--- src/rtl/text_writer_pkg.sv ---
// Shared definitions for the text overlay writer: FSM encoding, bitmap geometry, default origin.
package text_writer_pkg;

  typedef enum logic [1:0] {
    IDLE = 2'd0,
    LOAD = 2'd1,
    DONE = 2'd2
  } state_t;

  localparam int TEXT_COLS        = 60;
  localparam int TEXT_ROWS        = 10;
  localparam int BEATS_PER_ROW    = 8;
  localparam int DEFAULT_ORIGIN_X = 11;
  localparam int DEFAULT_ORIGIN_Y = 38;

endpackage

--- src/rtl/text_writer_fsm.sv ---
// Load sequencer: tracks IDLE/LOAD/DONE, row/beat position and the write handshake.
module text_writer_fsm
  import text_writer_pkg::*;
(
  input  logic       clk,
  input  logic       rst_n,
  input  logic       start,
  input  logic       vblank,
  input  logic       wr_valid,
  output logic       wr_ready,
  output logic       load_done,
  output logic       accept,
  output logic [3:0] row,
  output logic [2:0] beat
);

  state_t state, state_nxt;
  logic   last_beat;

  assign last_beat = (row == 4'(TEXT_ROWS - 1)) && (beat == 3'(BEATS_PER_ROW - 1));

  always_ff @(posedge clk or negedge rst_n) begin
    if (!rst_n) state <= IDLE;
    else        state <= state_nxt;
  end

  // start overrides everything, including a coincident final beat
  always_comb begin
    state_nxt = state;
    if (start) begin
      state_nxt = LOAD;
    end else begin
      case (state)
        LOAD:    if (accept && last_beat) state_nxt = DONE;
        DONE:    state_nxt = IDLE;
        default: state_nxt = state;
      endcase
    end
  end

  always_comb begin
    wr_ready  = (state == LOAD) && vblank;
    load_done = (state == DONE);
    accept    = wr_valid && wr_ready && !start;
  end

  always_ff @(posedge clk or negedge rst_n) begin
    if (!rst_n) begin
      row  <= '0;
      beat <= '0;
    end else if (start) begin
      row  <= '0;
      beat <= '0;
    end else if (accept) begin
      beat <= beat + 3'd1;
      if (beat == 3'(BEATS_PER_ROW - 1)) row <= row + 4'd1;
    end
  end

endmodule

--- src/rtl/text_writer.sv ---
// Text overlay: 10x60 tile bitmap loaded in 8-bit beats during vblank, read combinationally per pixel.
module text_writer
  import text_writer_pkg::*;
#(
  parameter int ORIGIN_X = DEFAULT_ORIGIN_X,
  parameter int ORIGIN_Y = DEFAULT_ORIGIN_Y
) (
  input  logic       clk,
  input  logic       rst_n,
  input  logic       start,
  input  logic       vblank,
  input  logic       wr_valid,
  input  logic [7:0] wr_data,
  output logic       wr_ready,
  output logic       load_done,
  input  logic [9:0] x,
  input  logic [8:0] y,
  output logic       overlay_active
);

  logic                                 accept;
  logic [3:0]                           row;
  logic [2:0]                           beat;
  logic [TEXT_ROWS-1:0][TEXT_COLS-1:0]  bitmap;
  logic [6:0]                           tx;
  logic [5:0]                           ty;
  logic                                 unused_low_bits;

  text_writer_fsm u_fsm (
    .clk       (clk),
    .rst_n     (rst_n),
    .start     (start),
    .vblank    (vblank),
    .wr_valid  (wr_valid),
    .wr_ready  (wr_ready),
    .load_done (load_done),
    .accept    (accept),
    .row       (row),
    .beat      (beat)
  );

  // Beat 7 spans columns 56..63; only 56..59 exist
  always_ff @(posedge clk or negedge rst_n) begin
    if (!rst_n) begin
      bitmap <= '0;
    end else if (accept) begin
      for (int i = 0; i < 8; i++) begin
        if ({beat, 3'(i)} < 6'(TEXT_COLS)) bitmap[row][{beat, 3'(i)}] <= wr_data[i];
      end
    end
  end

  assign tx = x[9:3] - 7'(ORIGIN_X);
  assign ty = y[8:3] - 6'(ORIGIN_Y);
  assign unused_low_bits = ^{x[2:0], y[2:0]};

  always_comb begin
    overlay_active = 1'b0;
    if (tx < 7'(TEXT_COLS) && ty < 6'(TEXT_ROWS)) overlay_active = bitmap[ty[3:0]][tx[5:0]];
  end

endmodule

--- config.mk ---
export PLATFORM = sky130hd
export DESIGN_NAME = text_writer
export DESIGN_NICKNAME = d
export VERILOG_FILES = /design/src/rtl/text_writer_pkg.sv /design/src/rtl/text_writer_fsm.sv /design/src/rtl/text_writer.sv
export SDC_FILE = /design/constraint.sdc
export NUM_CORES = 1
export LEC_CHECK = 0
export CORE_ASPECT_RATIO = 1.2
export CORE_MARGIN = 10
export CORE_UTILIZATION = 62
export CTS_BUF_LIST = sky130_fd_sc_hd__clkbuf_4
export CTS_CLUSTER_SIZE = 16
export DETAILED_ROUTE_END_ITERATION = 16
export GPL_ROUTABILITY_DRIVEN = 1
export PLACE_DENSITY = 0.77
export SYNTH_ARGS = -nofsm -noshare
export SYNTH_HDL_FRONTEND = slang
export SYNTH_SLANG_ARGS = --single-unit
--- constraint.sdc ---
create_clock -name clk -period 2.7 [get_ports clk]
set_input_delay 0.27 -clock clk [delete_from_list [all_inputs] [get_ports clk]]
set_output_delay 0.27 -clock clk [all_outputs]
set_load 0.005 [all_outputs]
==> run summary, run 1 <==
Update from the flow run.

Yosys reported that registers with async set or reset make up 1.00. The total wire length is 73300 µm. The final timing report gives a worst setup slack of -0.861 ns. Per the synth stats, the flop cell with the highest instance count is sky130_fd_sc_hd__dfrtp_1.

The vertical die dimension reported for this design is 255 µm. In the log, the iteration count for the first detailed-route pass is 6. The cell type that accounts for the most area after synthesis is sky130_fd_sc_hd__dfrtp_1.

In the Yosys report the total cell count is 1921. The number of synthesized flops with an enable pin is 0. The arrival time of data at the worst endpoint is listed as 3.29 ns. The clock period minus worst slack is 3.56 ns. The last timing report of the flow puts the setup violation total at 1. The launching element type of the critical path is a primary input. Measured along the x axis, the die boundary spans 216 µm. The number of nets at the end of the flow is 2205. Of the post-synthesis cell area, the dominant cell type holds 0.535. The number of buffers on the longest clock path is 3.

The library cells used most frequently in the layout, excluding fill and tap cells, are 609 x sky130_fd_sc_hd__dfrtp_1, 592 x sky130_fd_sc_hd__mux2_2, 227 x sky130_fd_sc_hd__clkbuf_4. The flow ran to the end, but the final reports show violations. The total leakage power is 16.2 nW.

The cell row count is 86. The cell sitting at the root of the clock tree is a sky130_fd_sc_hd__clkbuf_4. The maximum ir drop on the vdd rail is 0.418 mV.

The number of pins with negative max-slew slack in the final report is 0. Per the run report, area growth between synthesis and finish was 14.8%. The chip area estimate from yosys synthesis is 28500 µm². The script parses the final routing iteration and logs DRC violations as 0.

The reg-to-reg startpoint is u_fsm.state[0]. The path category of the worst min-delay check is in -> reg. The maximum net fanout on the critical path is 10. The completed layout was analyzed and its total power is 18.3 mW. In this run the standard cell core region covers 45700 µm². Looking at the post-CTS report, the setup buffer insertion count equals 0.

The checks that failed: setup timing. The HPWL after detailed placement is 49600 µm. The commonest cells after synthesis are 609 x sky130_fd_sc_hd__dfrtp_1, 592 x sky130_fd_sc_hd__mux2_2, 139 x sky130_fd_sc_hd__nand2_1, 131 x sky130_fd_sc_hd__mux4_2, 85 x sky130_fd_sc_hd__clkbuf_1. The worst register-to-register path depth is 8.

Of the cells placed in the final design, the portion with a size suffix greater than 1 is 0.530. Yosys attributes the largest share of cell area to sky130_fd_sc_hd__dfrtp_1 53%, sky130_fd_sc_hd__mux2_2 23%, sky130_fd_sc_hd__mux4_2 10%. The average via count per standard cell is 6.21.

The wire length of the first global-routing pass is 116000 µm.
## run 1: critical path: stages
cell	delay [ns]
sky130_fd_sc_hd__clkdlybuf4s50_1	0.47
sky130_fd_sc_hd__ha_1	0.42
sky130_fd_sc_hd__buf_4	0.21
sky130_fd_sc_hd__buf_12	0.14
sky130_fd_sc_hd__buf_4	0.16
sky130_fd_sc_hd__o311ai_1	0.43
sky130_fd_sc_hd__a21oi_1	0.12
sky130_fd_sc_hd__nor3_1	0.38
sky130_fd_sc_hd__a211oi_1	0.12
sky130_fd_sc_hd__o32ai_2	0.36
sky130_fd_sc_hd__buf_2	0.19
## run 1: layout make-up
cell class,instances,area [µm²]
Fill cell,3015,13000
Tap cell,616,771
Clock buffer,227,1700
Clock inverter,28,164
Multi-Input combinational cell,1163,12600
Antenna cell,2,5.00
Timing Repair Buffer,231,2240
Inverter,8,30.0
Sequential cell,609,15200
## run 1: registers in the layout (all words and copies together) (netlist names)
| register | count |
|---|---|
| u_fsm.beat | 3 |
| u_fsm.state | 2 |
| bitmap | 600 |
| u_fsm.row | 4 |
## run 1: cell families (layout without fill, tap and decap cells)
group           count (synthesis)  after routing  share of synthesized area
mux                           780            780                      0.362
flops                         609            609                      0.535
simple gates                  269            269                     0.0439
buf+inv                       149            494                     0.0271
compound gates                 94             94                     0.0245
xor+xnor                       12             12                    0.00422
fa+ha+maj                       8              8                    0.00351
other cells                     0              2                          0
## run 1: per-stage QoR
| stage | instances | TNS, ns | setup WS (ns) | utilization | cell area [µm²] |
|---|---|---|---|---|---|
| after floorplan | 1921 | 0 | 0.260 | - | 28500 |
| after global placement | 2622 | -1.14 | -1.14 | 0.672 | 30700 |
| after detailed placement | 2622 | -2.67 | -1.20 | 0.672 | 30700 |
| after CTS | 2882 | -0.850 | -0.850 | 0.715 | 32700 |
| after global routing | 2883 | -0.967 | -0.967 | 0.715 | 32700 |
| final | 2884 | -0.861 | -0.861 | 0.715 | 32700 |
## run 1: what timing repair did
action	4_1_cts	5_1_grt
gates resized	12	2
cloned	0	0
endpoints found under the hold margin	653	0
hold buffers	6	0
pin swaps	5	6
endpoints found under the setup margin	1	1
## run 1: worst min-delay path by stage
stage | slack, ns | to | cells after the start | startpoint
after detailed placement | 0.31 | bitmap[435] | 1 | rst_n
after floorplan | -0.03 | bitmap[0] | 0 | rst_n
after global placement | 0.31 | bitmap[375] | 1 | rst_n
after CTS | 0.01 | bitmap[127] | 2 | wr_data[7]
final | 0.09 | bitmap[220] | 3 | wr_data[0]
after global routing | 0.04 | bitmap[220] | 3 | wr_data[0]
## run 1: per-layer routing
layer	routed length (µm)	up-vias	part of all wire	global-route usage
met5	0	-	0	0
met3	3790	151	0.052	0.0572
met1	30700	9540	0.42	0.356
met2	36200	525	0.49	0.450
met4	2670	0	0.036	0.122
li1	-	7705	-	-
## run 1: where the power goes
part           internal, mW  total [mW]  leakage (nW)  switching (mW)
sequential             9.21        9.26          8.48          0.0545
clock                  4.00        7.58          1.13            3.58
combinational         0.604        1.48          6.59           0.874
total                  13.8        18.3          16.2            4.51
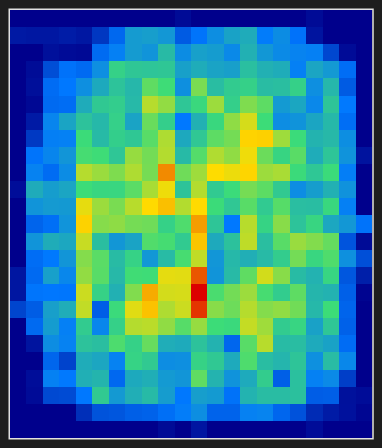
(run_1/metal_density.png)
The die is cut into 22 by 25 equal tiles; dark blue is low, red is high, scaled to the fullest tile. Values are wire area over tile area, all layers added.
mean over tiles = 0.21
nearly empty tiles = 15%
fullest tile = 0.62

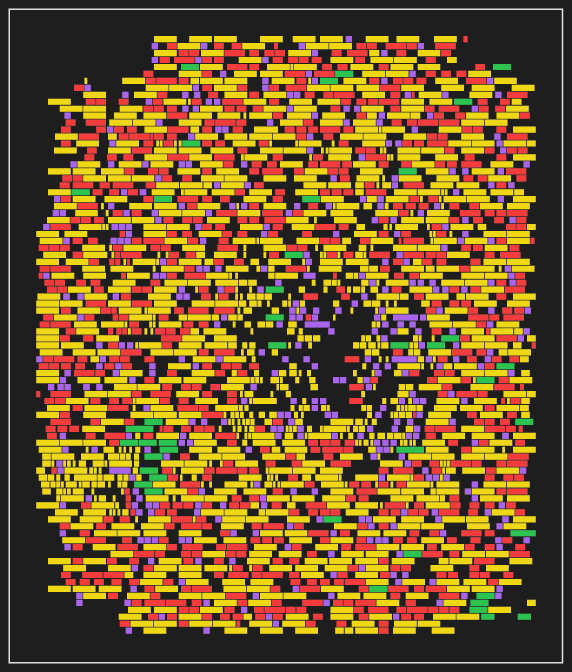
(run_1/sizes.png)
red -> _2 cells  # cells 765, share 34%, most used mux2_2
purple -> _3 and _4 cells  # cells 395, share 17%, most used clkbuf_4
green -> _6 and larger  # cells 41, share 1.8%, most used buf_12
yellow -> _0 and _1 cells  # cells 1065, share 47%, most used dfrtp_1

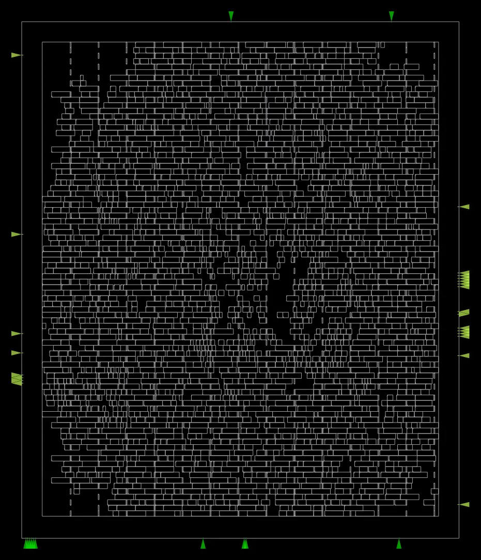
(run_1/placement.png)
count of non-filler cells in the finished layout: 2884
Layout Utilization: 0.715
# Taps: 616
register share of the cell area: 0.466

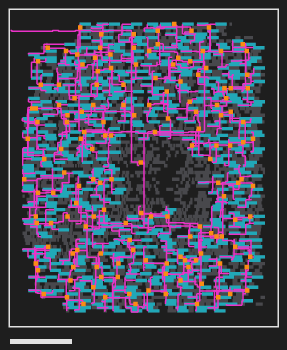
(run_1/clk_routes.png)
The bar under the picture is 50 µm long.
magenta -> clock wires  # length 7790 µm
cyan -> flip-flops  # count 609
orange -> clock drivers  # count 152
routed clock nets = 153
flops lie = all over the die
insertion delay to the later sink of the worst-skew pair: 0.92 ns
clock share of power: 0.414
largest clock skew in the final design: 0.0348 ns

==> run 2: changes to the inputs <==
--- a/config.mk
+++ b/config.mk
@@ -12,7 +12,9 @@
 export CTS_CLUSTER_SIZE = 16
 export DETAILED_ROUTE_END_ITERATION = 16
 export GPL_ROUTABILITY_DRIVEN = 1
+export HOLD_SLACK_MARGIN = 0.08
 export PLACE_DENSITY = 0.77
+export REMOVE_ABC_BUFFERS = 1
 export SYNTH_ARGS = -nofsm -noshare
 export SYNTH_HDL_FRONTEND = slang
 export SYNTH_SLANG_ARGS = --single-unit
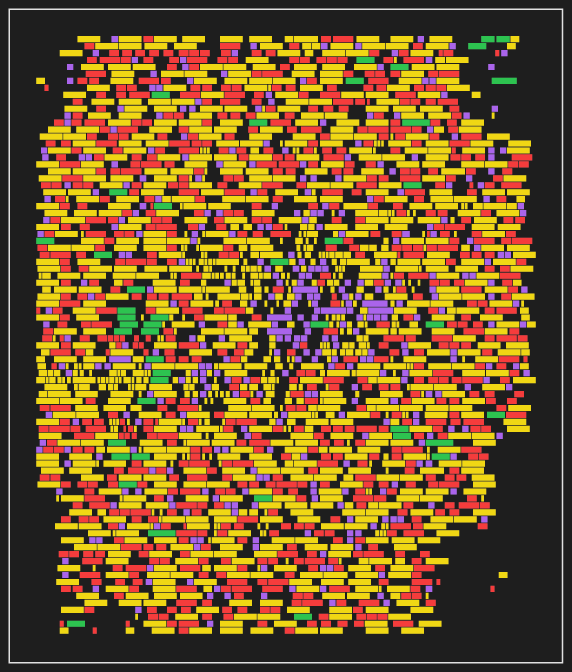
(run_2/sizes.png)
yellow -> _0 and _1 cells  # cells 1063, share 47%, most used dfrtp_1
red -> _2 cells  # cells 776, share 34%, most used mux2_2
purple -> _3 and _4 cells  # cells 376, share 17%, most used clkbuf_4
green -> _6 and larger  # cells 44, share 1.9%, most used buf_12
buffers outside the clock class: 223
worst-case setup margin in the final layout: -0.815 ns
area growth from synthesis to layout: 15.0%
final non-filler cell area: 32800 µm²

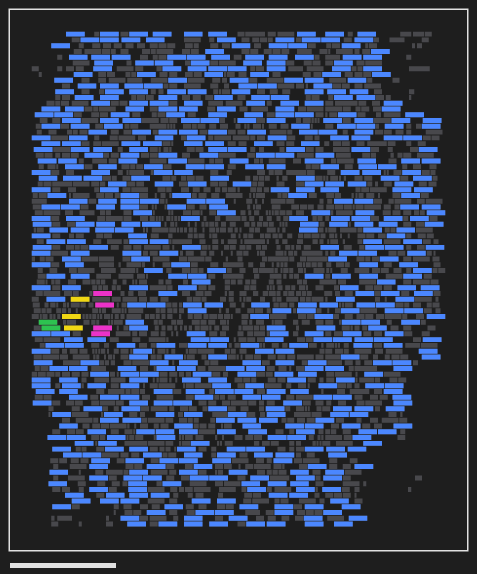
(run_2/flops_by_reg.png)
The bar under the picture is 50 µm long. Other cells in gray.
magenta -> u_fsm.row  # flops 4, where left middle
blue -> bitmap  # flops 600, where all over the die
yellow -> u_fsm.beat  # flops 3
green -> u_fsm.state  # flops 2
register share of the cell area: 0.465
area occupied by registers: 15200 µm²
Layout Utilization: 0.717
Seq. pwr: 9.26 mW

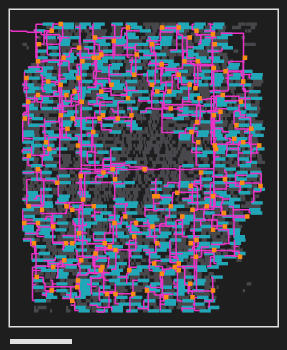
(run_2/clk_routes.png)
The bar under the picture is 50 µm long.
magenta -> clock wires  # length 8000 µm
cyan -> flip-flops  # count 609
orange -> clock drivers  # count 152
routed clock nets = 153
largest clock skew in the final design: 0.0434 ns
insertion delay to the later sink of the worst-skew pair: 0.91 ns
clock share of power: 0.415

==> run 2 against run 1 <==
  * The run still ends with setup timing left
  * Total power grew 0.31%
  * Sequential share of layout area shrank 0.091 points
  * First-iteration DRC count grew 2.4%
  * Setup slack gained 0.046 ns
  * Combinational power is essentially flat
  * Critical path depth is the same
  * Register-to-register slack gained 0.04 ns
  * Maximum frequency grew 1.3%
  * Design area grew 0.20%
  * Synthesized area is the same
  * Clock-buffer cell count shrank 11
==> run summary, run 2 <==
Update from the flow run.

The width of the die is 216 µm (unchanged). The total negative slack for setup checks is -0.815 ns (was -0.861 ns). The worst path arrival time came to 3.25 ns (was 3.29 ns). The maximum ir drop on the vdd rail came to 0.479 mV (was 0.418 mV).

The most flop-heavy register is bitmap (unchanged). The global routing usage on met1 is 0.336 (was 0.356). The number of standard cells in the final layout excluding fillers is 2877 (was 2884).

The cell total in the yosys stat output is 1921 (unchanged). The arithmetic-cell share of the synthesized area counting full adders, half adders and majority gates was 0.00351 (unchanged). The average via count per standard cell is 6.25 (was 6.21). The first-pass iteration count of the detailed router is 5 (was 6).

Violations in the final reports: setup timing (unchanged). The worst path setup slack after routing is -0.815 ns (was -0.861 ns). The main kind of combinational logic by area is multiplexers (unchanged). The met2 demand-to-capacity share in global routing is 0.427 (was 0.450). The wire length of the first global-routing pass is 112000 µm (was 116000 µm).

The final tally of setup violations is 1 (unchanged). The fraction of registers with async set or reset after synthesis is 1.00 (unchanged). The most utilized layer in the global route result is met2 (unchanged). The number of nets at the end of the flow is 2197 (was 2205). The area fraction of the dominant cell type after synthesis is 0.535 (unchanged). The flip-flop count of the largest register, all copies and words added came to 600 (unchanged). The cell type with the largest total area after synthesis is sky130_fd_sc_hd__dfrtp_1 (unchanged). Outcome: complete, but fails checks (unchanged).

The half-perimeter wire length of the detailed placement result is 47700 µm (was 49600 µm). The fraction of the mapped netlist area in simple logic gates is 0.0439 (unchanged). The number of pins with negative max-slew slack in the final report is 0 (unchanged). The die boundary height is 255 µm (unchanged).
-- run 2: kinds of logic (layout without fill, tap and decap cells) --
logic type / after synthesis / count (layout)
flops: 609 / 609
other cells: 0 / 2
compound gates: 94 / 94
mux: 780 / 780
fa+ha+maj: 8 / 8
simple gates: 269 / 269
buf+inv: 149 / 487
xor+xnor: 12 / 12
-- run 2: timing repair --
| item | CTS | global route |
|---|---|---|
| endpoints found under the setup margin | 1 | 1 |
| hold endpoints to repair | 741 | 0 |
| gates resized | 13 | 15 |
| hold buffers | 9 | 0 |
| pin swaps | 4 | 8 |
-- run 2: cell type report --
| type | count | area [µm²] |
|---|---|---|
| antenna | 2 | 5.00 |
| clock buffer | 216 | 1620 |
| clock inverter | 40 | 251 |
| fill | 3039 | 13000 |
| inverter | 8 | 30.0 |
| multi-input combinational | 1163 | 12600 |
| sequential | 609 | 15200 |
| tap | 616 | 771 |
| timing repair buffer | 223 | 2220 |
-- run 2: through the flow --
step | total power, mW | area (µm²) | hold WS (ns) | setup WS, ns
after floorplan | 9.88 | 27700 | -0.0256 | -0.196
after global placement | 10.8 | 30700 | 0.227 | -1.15
after detailed placement | 10.8 | 30700 | 0.230 | -1.29
after CTS | 18.5 | 32700 | 0.149 | -0.814
after global routing | 19.1 | 32800 | 0.208 | -0.901
final | 18.4 | 32800 | 0.206 | -0.815
-- run 2: where the power goes --
part	internal, mW	switching (mW)	leakage (nW)
combinational	0.597	0.887	6.56
sequential	9.21	0.0500	8.48
clock	3.96	3.68	1.12
total	13.8	4.61	16.2
-- run 2: metal layers --
metal	wire length [µm]	share of wire	vias to the layer above
li1	-	-	7694
met1	28700	0.40	9476
met2	35000	0.49	605
met3	4180	0.059	200
met4	3650	0.051	0
met5	0	0	-
-- run 2: path summary, 6_finish.rpt --
path	from	cells after the start	to
setup / recovery	y[5]	11	overlay_active
hold / removal	vblank	6	u_fsm.beat[1]
setup reg to reg	u_fsm.state[0]	8	bitmap[443]
hold reg to reg	bitmap[274]	1	bitmap[274]
max in group asynchronous	rst_n	4	bitmap[49]
min in group asynchronous	rst_n	4	bitmap[373]
-- run 2: critical path, stage by stage --
cell,delay [ns]
sky130_fd_sc_hd__clkdlybuf4s50_1,0.60
sky130_fd_sc_hd__ha_2,0.35
sky130_fd_sc_hd__buf_4,0.16
sky130_fd_sc_hd__nor2b_1,0.22
sky130_fd_sc_hd__o21ai_1,0.17
sky130_fd_sc_hd__nor2_1,0.21
sky130_fd_sc_hd__o21ai_0,0.16
sky130_fd_sc_hd__o311ai_2,0.40
sky130_fd_sc_hd__a2111oi_4,0.14
sky130_fd_sc_hd__o32ai_4,0.38
sky130_fd_sc_hd__buf_2,0.18
==> run 3: changes to the inputs <==
--- a/config.mk
+++ b/config.mk
@@ -11,7 +11,6 @@
 export CTS_BUF_LIST = sky130_fd_sc_hd__clkbuf_4
 export CTS_CLUSTER_SIZE = 16
 export DETAILED_ROUTE_END_ITERATION = 16
-export GPL_ROUTABILITY_DRIVEN = 1
 export HOLD_SLACK_MARGIN = 0.08
 export PLACE_DENSITY = 0.77
 export REMOVE_ABC_BUFFERS = 1
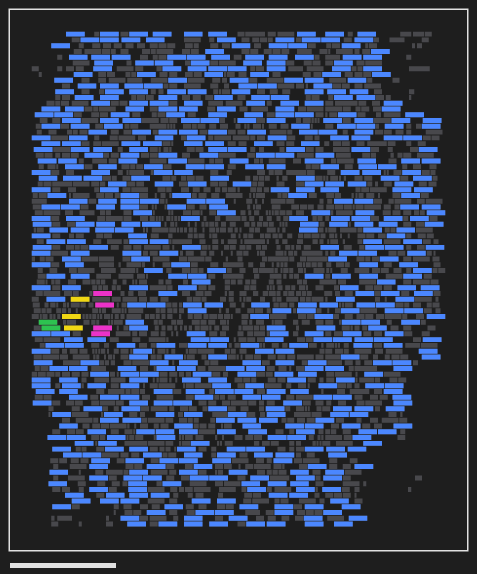
(run_3/flops_by_reg.png)
The bar under the picture is 50 µm long. Other cells in gray.
green -> u_fsm.state  # flops 2
magenta -> u_fsm.row  # flops 4, where left middle
yellow -> u_fsm.beat  # flops 3
blue -> bitmap  # flops 600, where all over the die

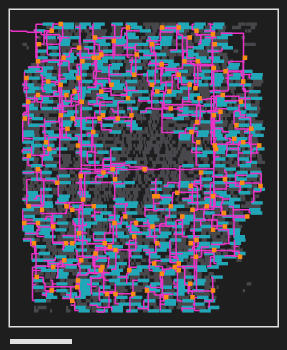
(run_3/clk_routes.png)
The bar under the picture is 50 µm long.
magenta -> clock wires  # length 8000 µm
orange -> clock drivers  # count 152
cyan -> flip-flops  # count 609
routed clock nets = 153
flops lie = all over the die

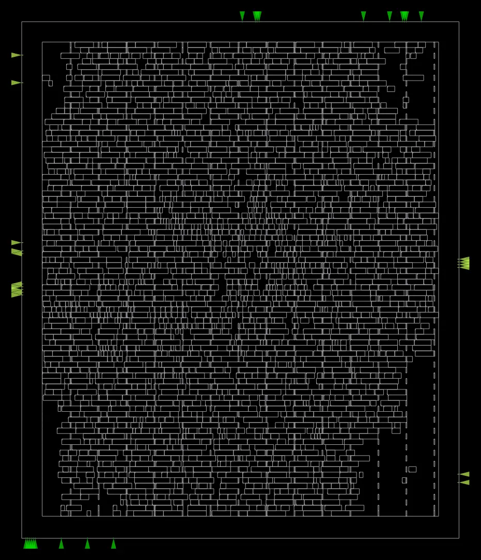
(run_3/placement.png)
seq_cells: 609
Core Box Area: 45700 µm²
count of non-filler cells in the finished layout: 2877

==> run 3 against run 2 <==
  * The run still ends with setup timing left
  * Die area unchanged
  * Largest power group unchanged
  * Sequential power about the same
  * Global-route usage unchanged
  * Largest cell class unchanged
  * Synthesized cell count unchanged
  * Sequential share of layout area unchanged
  * Clock skew unchanged
==> run summary, run 3 <==
Update from the flow run.

Outcome: complete, but fails checks (unchanged). Violations in the final reports: setup timing (unchanged). The area fraction in compound gates after synthesis is 0.0245 (unchanged). The die boundary height was 255 µm (unchanged). The clock insertion delay at the later pin of the skew report is 0.91 ns (about the same). The setup slack at placement is -1.29 ns (unchanged). The path category of the worst min-delay check was in -> reg (unchanged).

The worst path arrival time is 3.25 ns (about the same). The average via count per standard cell is 6.25 (unchanged). The number of buffers on the longest clock path is 3 (unchanged).

The post-synthesis cell count is 1921 (unchanged). The part of the cycle the worst path needs came to 1.30 (unchanged). The relative contribution of the clock network to total power was 0.415 (about the same). The cell row count came to 86 (unchanged). The area fraction of the dominant cell type after synthesis came to 0.535 (unchanged). The highest routing layer actually used is met4 (unchanged). The share of cells above drive strength 1 is 0.529 (unchanged).

The multiplexer area fraction after synthesis is 0.362 (unchanged). The total wire length is 71500 µm (unchanged). The number of remaining DRC errors came to 0 (unchanged). The detailed-route wire length on metal 1 was 28700 µm (unchanged). The half-perimeter wire length of the detailed placement result is 47700 µm (unchanged). The launching element type of the critical path is a primary input (unchanged). Dominant logic cell types in the final layout: 609 x sky130_fd_sc_hd__dfrtp_1, 592 x sky130_fd_sc_hd__mux2_2, 216 x sky130_fd_sc_hd__clkbuf_4 (unchanged). The main kind of combinational logic by area is multiplexers (unchanged). Largest regs: bitmap x600, u_fsm.row x4, u_fsm.beat x3 (unchanged).

The wire length of the first global-routing pass is 112000 µm (unchanged). The cell total in the yosys stat output is 1921 (unchanged). The routed length on met3 is 4180 µm (unchanged).

The most flop-heavy register is bitmap (unchanged). The final tally of setup violations is 1 (unchanged). The number of synthesized flops with an enable pin is 0 (unchanged). The largest clock skew in the final design came to 0.0434 ns (unchanged). The fraction of registers with async set or reset after synthesis is 1.00 (unchanged). The worst path setup slack after routing is -0.815 ns (unchanged). The first-pass iteration count of the detailed router is 5 (unchanged).

The sequential share of power is 0.504 (about the same). The net load switching power was 4.61 mW (unchanged). The xor and xnor fraction of the mapped netlist area is 0.00422 (unchanged).

The chip area estimate from yosys synthesis is 28500 µm² (unchanged). The number of setup buffers added after CTS is 0 (unchanged). The number of nets at the end of the flow is 2197 (unchanged). The width of the die is 216 µm (unchanged). The maximum net fanout on the critical path came to 6 (unchanged). The arithmetic-cell share of the synthesized area counting full adders, half adders and majority gates is 0.00351 (unchanged).

The cell type with the largest total area after synthesis is sky130_fd_sc_hd__dfrtp_1 (unchanged). The clock period minus worst slack is 3.52 ns (unchanged). The flip-flop count of the largest register, all copies and words added is 600 (unchanged).
==> run 3: routing by layer <==
metal / vias up / track usage
met5: - / 0
met3: 200 / 0.0550
met4: 0 / 0.157
met2: 605 / 0.427
li1: 7694 / -
met1: 9476 / 0.336
==> run 3: worst paths after layout <==
path	from	to	slack, ns	cells past startpoint
min in group asynchronous	rst_n	bitmap[373]	0.61	4
worst min-delay path	vblank	u_fsm.beat[1]	0.21	6
worst max register to register	u_fsm.state[0]	bitmap[443]	0.30	8
max in group asynchronous	rst_n	bitmap[49]	1.45	4
worst min register to register	bitmap[274]	bitmap[274]	0.50	1
worst max-delay path	y[5]	overlay_active	-0.82	11
==> run 3: power groups by stage <==
stage,Sequential [mW],Clock [mW],Combinational [mW]
5_1_grt,9.26,8.29,1.59
3_3_place_gp,9.42,0,1.39
2_1_floorplan,9.41,0,0.465
3_5_place_dp,9.43,0,1.42
6_report,9.26,7.63,1.48
4_1_cts,9.26,7.79,1.45
==> run 3: per-stage QoR <==
stage	utilization	cell area (µm²)	hold WS, ns
2_1_floorplan	-	27700	-0.0256
3_3_place_gp	0.670	30700	0.227
3_5_place_dp	0.670	30700	0.230
4_1_cts	0.714	32700	0.149
5_1_grt	0.717	32800	0.208
6_report	0.717	32800	0.206
==> run 3: timing repair <==
action                     4_1_cts  5_1_grt
gates resized                   13       15
setup endpoints to repair        1        1
hold buffers                     9        0
hold endpoints to repair       741        0
pin swaps                        4        8
==> run 3: cell families after synthesis <==
group / count (synthesis)
AOI/OAI and AO/OA: 94
xor gates and xnor gates: 12
adders and majority gates: 8
buffers and inverters: 149
DFF: 609
muxes: 780
and+or+nand+nor: 269
==> run 3: final cells by class <==
| cell class | instances | area [µm²] |
|---|---|---|
| clock inverters | 40 | 251 |
| well taps | 616 | 771 |
| multi-input cells | 1163 | 12600 |
| inverters | 8 | 30.0 |
| clock buffers | 216 | 1620 |
| diodes | 2 | 5.00 |
| repair buffers | 223 | 2220 |
| fillers | 3039 | 13000 |
| flip-flops and latches | 609 | 15200 |
==> run 3: worst max-delay path, cell delays in order <==
cell and delay [ns]:
sky130_fd_sc_hd__clkdlybuf4s50_1 0.60, sky130_fd_sc_hd__ha_2 0.35, sky130_fd_sc_hd__buf_4 0.16, sky130_fd_sc_hd__nor2b_1 0.22, sky130_fd_sc_hd__o21ai_1 0.17, sky130_fd_sc_hd__nor2_1 0.21, sky130_fd_sc_hd__o21ai_0 0.16, sky130_fd_sc_hd__o311ai_2 0.40
sky130_fd_sc_hd__a2111oi_4 0.14, sky130_fd_sc_hd__o32ai_4 0.38, sky130_fd_sc_hd__buf_2 0.18
Power figures rest on the tool's default switching activity, not on a simulated workload.
